<file path="config.mk">
export PLATFORM = sky130hd
export DESIGN_NAME = wb_arbiter
export DESIGN_NICKNAME = d
export VERILOG_FILES = /design/src/rtl/wb_arbiter.sv
export SDC_FILE = /design/constraint.sdc
export NUM_CORES = 1
export LEC_CHECK = 0
export CORE_MARGIN = 2
export CORE_UTILIZATION = 25
export CTS_CLUSTER_SIZE = 24
export DETAILED_ROUTE_END_ITERATION = 7
export GPL_TIMING_DRIVEN = 0
export PLACE_DENSITY_LB_ADDON = 0.25
export RECOVER_POWER = 25
export SETUP_SLACK_MARGIN = 0.02
export SYNTH_ARGS = -nofsm -noshare
export SYNTH_HDL_FRONTEND = slang
export SYNTH_SLANG_ARGS = --single-unit
</file>
<file path="constraint.sdc">
create_clock -name clk_i -period 2.8 [get_ports clk_i]
set_input_delay 0.7 -clock clk_i [delete_from_list [all_inputs] [get_ports clk_i]]
set_output_delay 0.7 -clock clk_i [all_outputs]
set_load 0.02 [all_outputs]
</file>
<file path="src/rtl/wb_arbiter.sv">
// wb_arbiter: write-back arbiter for the 16-bit core register-file write port.
// Merges load results (highest priority) and ALU results onto one write port,
// parks ALU results in a 2-entry skid FIFO while loads win, and tracks
// outstanding loads in an 8-bit busy scoreboard for decode-stage stalls.
// Optional build macro: WB_R0_DISCARD_EN (register 0 hard-wired to zero).
//
// Handshake: an ALU result transfers on a cycle where alu_valid_i and
// alu_ready_o are both high; alu_ready_o depends only on the FIFO state, and
// upstream holds alu_* stable while alu_valid_i is high and alu_ready_o low.
// Load results (mem_valid_i) are always accepted.
module wb_arbiter (
   input  logic        clk_i,
   input  logic        rst,
   input  logic        alu_valid_i,
   input  logic [2:0]  alu_adr_i,
   input  logic [15:0] alu_data_i,
   output logic        alu_ready_o,
   input  logic        mem_valid_i,
   input  logic [2:0]  mem_adr_i,
   input  logic [15:0] mem_data_i,
   input  logic        ld_issue_i,
   input  logic [2:0]  ld_adr_i,
   output logic        wr_ena_o,
   output logic [2:0]  wr_adr_o,
   output logic [15:0] wr_data_o,
   output logic [7:0]  busy_o
);

   // FIFO occupancy; state_q is the observable FSM state for checkers.
   typedef enum logic [1:0] {
      EMPTY = 2'd0,
      ONE   = 2'd1,
      FULL  = 2'd2
   } fifo_state_t;

   fifo_state_t state_q, state_d;

   logic [2:0]  fifo_adr_q  [2];
   logic [15:0] fifo_data_q [2];
   logic        head_q, tail_q;

   logic        alu_xfer;
   logic        enq, deq;
   logic        commit;
   logic        wr_en_d;
   logic [2:0]  sel_adr;
   logic [15:0] sel_data;
   logic [7:0]  busy_d;

   assign alu_ready_o = (state_q != FULL);
   assign alu_xfer    = alu_valid_i & alu_ready_o;

   // Source selection: load result, then FIFO head, then ALU bypass.
   always_comb begin
      enq      = 1'b0;
      deq      = 1'b0;
      commit   = 1'b0;
      sel_adr  = 3'd0;
      sel_data = 16'h0000;
      if (mem_valid_i) begin
         commit   = 1'b1;
         sel_adr  = mem_adr_i;
         sel_data = mem_data_i;
         enq      = alu_xfer;
      end else if (state_q != EMPTY) begin
         commit   = 1'b1;
         deq      = 1'b1;
         sel_adr  = fifo_adr_q[head_q];
         sel_data = fifo_data_q[head_q];
         enq      = alu_xfer;
      end else if (alu_xfer) begin
         commit   = 1'b1;
         sel_adr  = alu_adr_i;
         sel_data = alu_data_i;
      end
`ifdef WB_R0_DISCARD_EN
      // Writes to register 0 are consumed but never reach the register file.
      wr_en_d = commit & (sel_adr != 3'd0);
`else
      wr_en_d = commit;
`endif
   end

   // FIFO occupancy next-state.
   always_comb begin
      state_d = state_q;
      case (state_q)
         EMPTY:   if (enq && !deq) state_d = ONE;
         ONE: begin
            if (enq && !deq)      state_d = FULL;
            else if (deq && !enq) state_d = EMPTY;
         end
         FULL:    if (deq) state_d = ONE;
         default: state_d = EMPTY;
      endcase
   end

   // Scoreboard: clear on load commit, then set on issue so a back-to-back
   // load to the same register stays busy.
   always_comb begin
      busy_d = busy_o;
      if (mem_valid_i) busy_d[mem_adr_i] = 1'b0;
`ifdef WB_R0_DISCARD_EN
      if (ld_issue_i && (ld_adr_i != 3'd0)) busy_d[ld_adr_i] = 1'b1;
`else
      if (ld_issue_i) busy_d[ld_adr_i] = 1'b1;
`endif
   end

   // FSM state register.
   always_ff @(posedge clk_i or posedge rst) begin
      if (rst) state_q <= EMPTY;
      else     state_q <= state_d;
   end

   // FIFO storage and pointers; contents are discarded on reset.
   always_ff @(posedge clk_i or posedge rst) begin
      if (rst) begin
         head_q <= 1'b0;
         tail_q <= 1'b0;
         for (int i = 0; i < 2; i++) begin
            fifo_adr_q[i]  <= 3'd0;
            fifo_data_q[i] <= 16'h0000;
         end
      end else begin
         if (enq) begin
            fifo_adr_q[tail_q]  <= alu_adr_i;
            fifo_data_q[tail_q] <= alu_data_i;
         end
         head_q <= head_q ^ deq;
         tail_q <= tail_q ^ enq;
      end
   end

   // Registered write port and busy vector; address/data hold when idle.
   always_ff @(posedge clk_i or posedge rst) begin
      if (rst) begin
         wr_ena_o  <= 1'b0;
         wr_adr_o  <= 3'd0;
         wr_data_o <= 16'h0000;
         busy_o    <= 8'h00;
      end else begin
         wr_ena_o <= wr_en_d;
         if (wr_en_d) begin
            wr_adr_o  <= sel_adr;
            wr_data_o <= sel_data;
         end
         busy_o <= busy_d;
      end
   end

endmodule
</file>
Fig. 1: cell density map
The bar under the picture is 20 µm long. 12 x 12 tiles, from white (low) to dark blue (high), 0 to 100% covered.
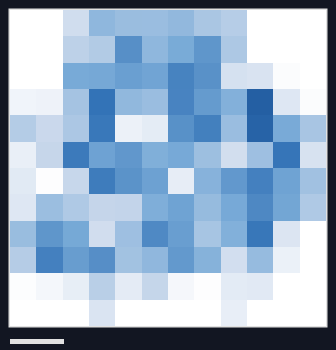
nearly empty tiles	22%
fullest tile	81%
mean over tiles	31%
tiles over 75% full	1.4%

Fig. 2: floorplan with the power grid
The bar under the picture is 20 µm long. Pins as bars on the die edge. Tap cells in gray.
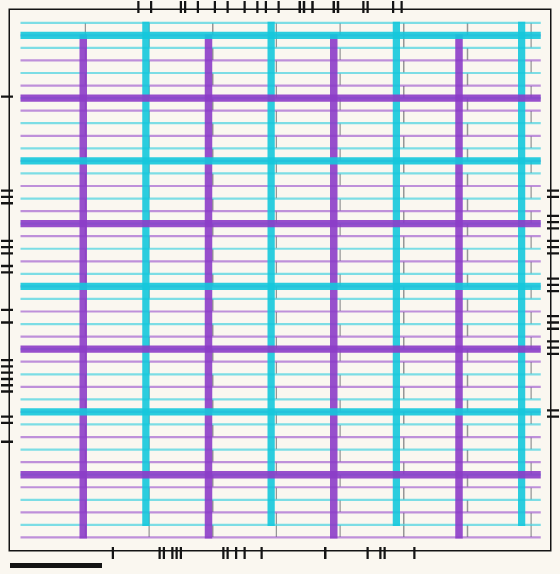
color	net
purple	VSS
cyan	VDD
signal pins	75
met4 straps	8
tap cells	172
met1 rails	42
rows	41
Max rail drop VDD: 0.0002914 V
die extent in y: 117.0 µm
core footprint: 12570 µm²

==> metal layers <==
layer	vias up	part of all wire (%)
li1	1094	-
met1	1147	45
met2	69	48
met3	5	5.8
met4	0	0.87
met5	-	0
==> timing repair <==
item	4_1_cts	5_1_grt
endpoints found under the setup margin	38	14
endpoints found under the hold margin	0	0
resized	3	2
==> cell usage after synthesis (all sizes together), types with 2 or more instances <==
cell type	count
a21boi	2
a21oi	17
a221oi	2
a222oi	16
buf	13
clkbuf	5
dfrtp	70
ha	2
inv	5
mux2	57
nand2	5
nand2b	7
nor2	17
nor2b	3
o21ai	12
o22ai	3
o31ai	4
xor2	2
==> state kept, by name (all words and copies together), names as in the netlist <==
name,count
wr_data_o,16
tail_q,1
fifo_adr_q,6
wr_adr_o,3
head_q,1
busy_o,8
state_q,2
wr_ena_o,1
fifo_data_q,32
==> where the power goes <==
part | leakage [nW] | internal [W] | switching, W | total (W)
Clock | 0.159 | 0.000868 | 0.000414 | 0.00128
Combinational | 0.822 | 0.000862 | 0.000674 | 0.00154
Sequential | 0.830 | 0.00143 | 0.000194 | 0.00162
==> cell type report <==
type | instances | area (µm²) | share of cell area (%)
clock inverters | 6 | 110.1 | 2.453
clock buffers | 10 | 229.0 | 5.100
well taps | 172 | 215.2 | 4.794
inverters | 5 | 18.77 | 0.4181
multi-input cells | 158 | 1310 | 29.18
plain buffers | 15 | 113.9 | 2.536
repair buffers | 74 | 740.7 | 16.50
flip-flops and latches | 70 | 1752 | 39.02
==> run summary <==
Summary of the current implementation state.

- The number of storage elements in the synthesis netlist is 70, for reference.
- In this run the biggest area consumer among cell types represents between 50% and 60% of the synthesized area.
- The clock-pin transition on the worst setup and hold timing paths is 0.06 ns, for reference.
- The final power report lists total power as 0.004440 W.
- The global routing report lists met3 layer usage as 3.811%.
- STA classifies the critical path startpoint as an input pin.
- The cell total in the yosys stat output is 251, for reference.
- The power per unit of standard cell area is roughly 990 nW/µm², for reference.
- Per the timing report, the biggest fanout along the worst path comes to 19.
- The worst setup path category is input pin to flop, for reference.
- Yosys reports a chip area of 3193 µm².
- The wire-length estimate of the detail-placed layout is between 5000 and 6000 µm.
- In the floorplan report the effective utilization is 25.41%.
- Counting buffers and inverters, the worst setup path is 7 cells deep.
- The overall track demand over capacity in global routing is between 10% and 20%, for reference.
- Headroom to the max-slew limit came out at -0.1699%.
- Grouping non-sequential cells by family puts the most area in multiplexers.
- For reference, the critical path cell chain is clkdlybuf4s50_1, buf_4, nor2b_1, o21a_1, ha_2, clkbuf_4, mux2_2.
- The setup clock skew after layout is 0.006590 ns, for reference.
- The count of filler cells inserted in the layout is 1254, for reference.
- In the layout the commonest cells are sky130_fd_sc_hd__clkdlybuf4s50_1, sky130_fd_sc_hd__dfrtp_1, sky130_fd_sc_hd__mux2_2.
- The number of I/O port buffers is 74, for reference.
- The clock tree buffer depth is 2, for reference.
- The overall overflow remaining after global route is 0, for reference.
- The worst-case register-to-register setup slack is around 0.87 ns, for reference.
- CTS placed an instance of sky130_fd_sc_hd__clkbuf_16 at the clock tree root.
- The gate count after technology mapping is between 200 and 300, for reference.
- The post-placement cell count is just under 500, for reference.
- The layout summary lists the proportion of cells stronger than drive strength 1 as 27.22%.
- For this design, the sink count on the clock tree is roughly 70.
- Entering global routing, the biggest net connects 71 pins.
- The count of buffers added by post-CTS timing repair for setup is 0, for reference.
- The part of the cycle the worst path needs is between 90% and 100%, for reference.
- Hold analysis lists the worst path endpoint as fifo_data_q[23].
- Detailed routing inserted a total of 2315 vias.
- The via density per instance is 4.539, for reference.
- Once layout is complete, the cells apart from fillers number 510.
- The count of antenna diodes in the layout is 0, for reference.
- In this run the full chip footprint comes out at 13690 µm².
- The final layout contains routed wiring with a total length of roughly 8300 µm.
- For reference, XOR and XNOR gates occupy 0.5486% of the area reported after synthesis.
- In this design, the largest share of critical-path delay is due to buffers and inverters.
- The detailed-router iteration count before antenna repair is 5, for reference.
- The post-synthesis net count is approximately 300, for reference.
- In this run the critical register-to-register path is launched from state_q[1].
- For this run, the final setup violation count is recorded as 0.
- The synthesis-to-finish area growth is 40.60%, for reference.
- The average cell area after synthesis is 12.72 µm², for reference.
- The endpoint class of the critical path is a flop, for reference.
- The fraction of registers with async set or reset after synthesis is 100.0%, for reference.
- The minimum setup slack after placement is -1.072 ns, for reference.
- The report puts the cell count of the worst reg-to-reg path at 6.
- In the final report, the number of pins over their slew limit comes to 48.
- The clock reaches the later pin of the worst-skew pair after 0.32 ns.
- In this run, the synthesized area fraction spent on AND-OR/OR-AND gates is recorded as 12.85%.
- In the post-synthesis netlist, the biggest area contributors are sky130_fd_sc_hd__dfrtp_1, sky130_fd_sc_hd__mux2_2, sky130_fd_sc_hd__a222oi_1.
- The critical-path cell with the highest stage delay is sky130_fd_sc_hd__clkdlybuf4s50_1, for reference.
- TritonCTS built the clock tree.
- The transition time of the tightest slew-check pin is about 1.5 ns, for reference.
- The top logic cell by instance count in the layout is sky130_fd_sc_hd__clkdlybuf4s50_1, for reference.
- The number of global-route vias before repair is 2478, for reference.
- The final cell utilization of the core is between 30% and 40%, for reference.
- According to the I/O placement log, the pin count is 75.
- The number of remaining DRC errors is 0, for reference.
- The report counts max-capacitance violations totalling 1.
- The warning count from the yosys run is 0, for reference.
- Along the critical path, the tally of buffer and inverter instances is 3.
- The most used routing layer in global routing is met2, for reference.
- In this design, the stage delay of the slowest critical-path cell is 0.49 ns.
- The critical path starts at mem_valid_i.
- Routability-driven placement finished with a final weighted congestion of ~0.7.
- The final setup slack of the worst path is 0.1698 ns, for reference.
- The sequential share of the synthesized area is 54.86%, for reference.
- The first global-routing pass estimated between 10000 and 15000 µm of wire.
- The floorplan die width is 117.0 µm, for reference.
- The number of antenna violations at the first check in global routing is 0, for reference.
- The number of distinct library cell variants in the gate-level netlist after synthesis is 29, for reference.
- The worst register-to-register path ends at fifo_data_q[24].
- The total non-filler cell area in the finished layout is 4489 µm², for reference.
- The upper clock frequency limit is 380.2 MHz, for reference.
- The flow ran to the end, but the final reports show violations.
- In this run the worst hold path is classified as flop to flop.
- The number of flops mapped to enable cells by yosys is 0, for reference.
- The average wire length per cell after detail routing is approximately 16 µm, for reference.
- In this run the cell area measured after placement is 4151 µm².
- For reference, the mux area share after synthesis is approximately a fifth.
- In the global route stage, met1 resource usage came out at 16.18%.
- The most critical setup path has its endpoint at fifo_data_q[24].
- The data arrival time of the worst path is 2.84 ns, for reference.
- The placement row count is 41, for reference.
- The share of synthesized cell area in and, or, nand and nor gates is under 10%, for reference.
- For met2 alone, demand over resource in global routing was 20.96%.
- The number of hold buffers added after CTS was 0.
- The shortest clock period the worst path allows after layout is around 2.6 ns, for reference.
- The analysis attributes to cell leakage a power of 1.810 nW.
- The final worst hold slack is approximately 0.5 ns, for reference.
- The cell type contributing the most total cell area after synthesis is sky130_fd_sc_hd__dfrtp_1, for reference.
- According to the timing report, the data required time at the worst endpoint equals 3.01 ns.
- The number of clock buffers inserted by TritonCTS is 9, for reference.
- The H-tree generated during clock tree synthesis spans 3 levels.
- The cell-mix breakdown from Yosys lists the adder-cell area share as less than 1%.
- Setup repair after global routing left no endpoint under its margin.
- Setup total negative slack on the finished layout was measured at 0 ns.
- The number of warnings in the stage logs is 27, for reference.
- The final timing report lists a hold violation count of 0.
- Counting instances, the worst hold path has a depth of 1.
- The count of nets left with antenna violations after detail routing is 0, for reference.
- The synthesis report names the predominant flop master as sky130_fd_sc_hd__dfrtp_1.
- The checks that failed: capacitance limit, slew limit.
- The final-stage net count is 381, for reference.
- The post-synthesis cell area is 3193 µm², for reference.
- Once iteration 0 of detailed routing completed, the report listed roughly 120 DRC markers.
- In this run the most critical hold path is launched from fifo_data_q[23].
Power figures rest on the tool's default switching activity, not on a simulated workload.
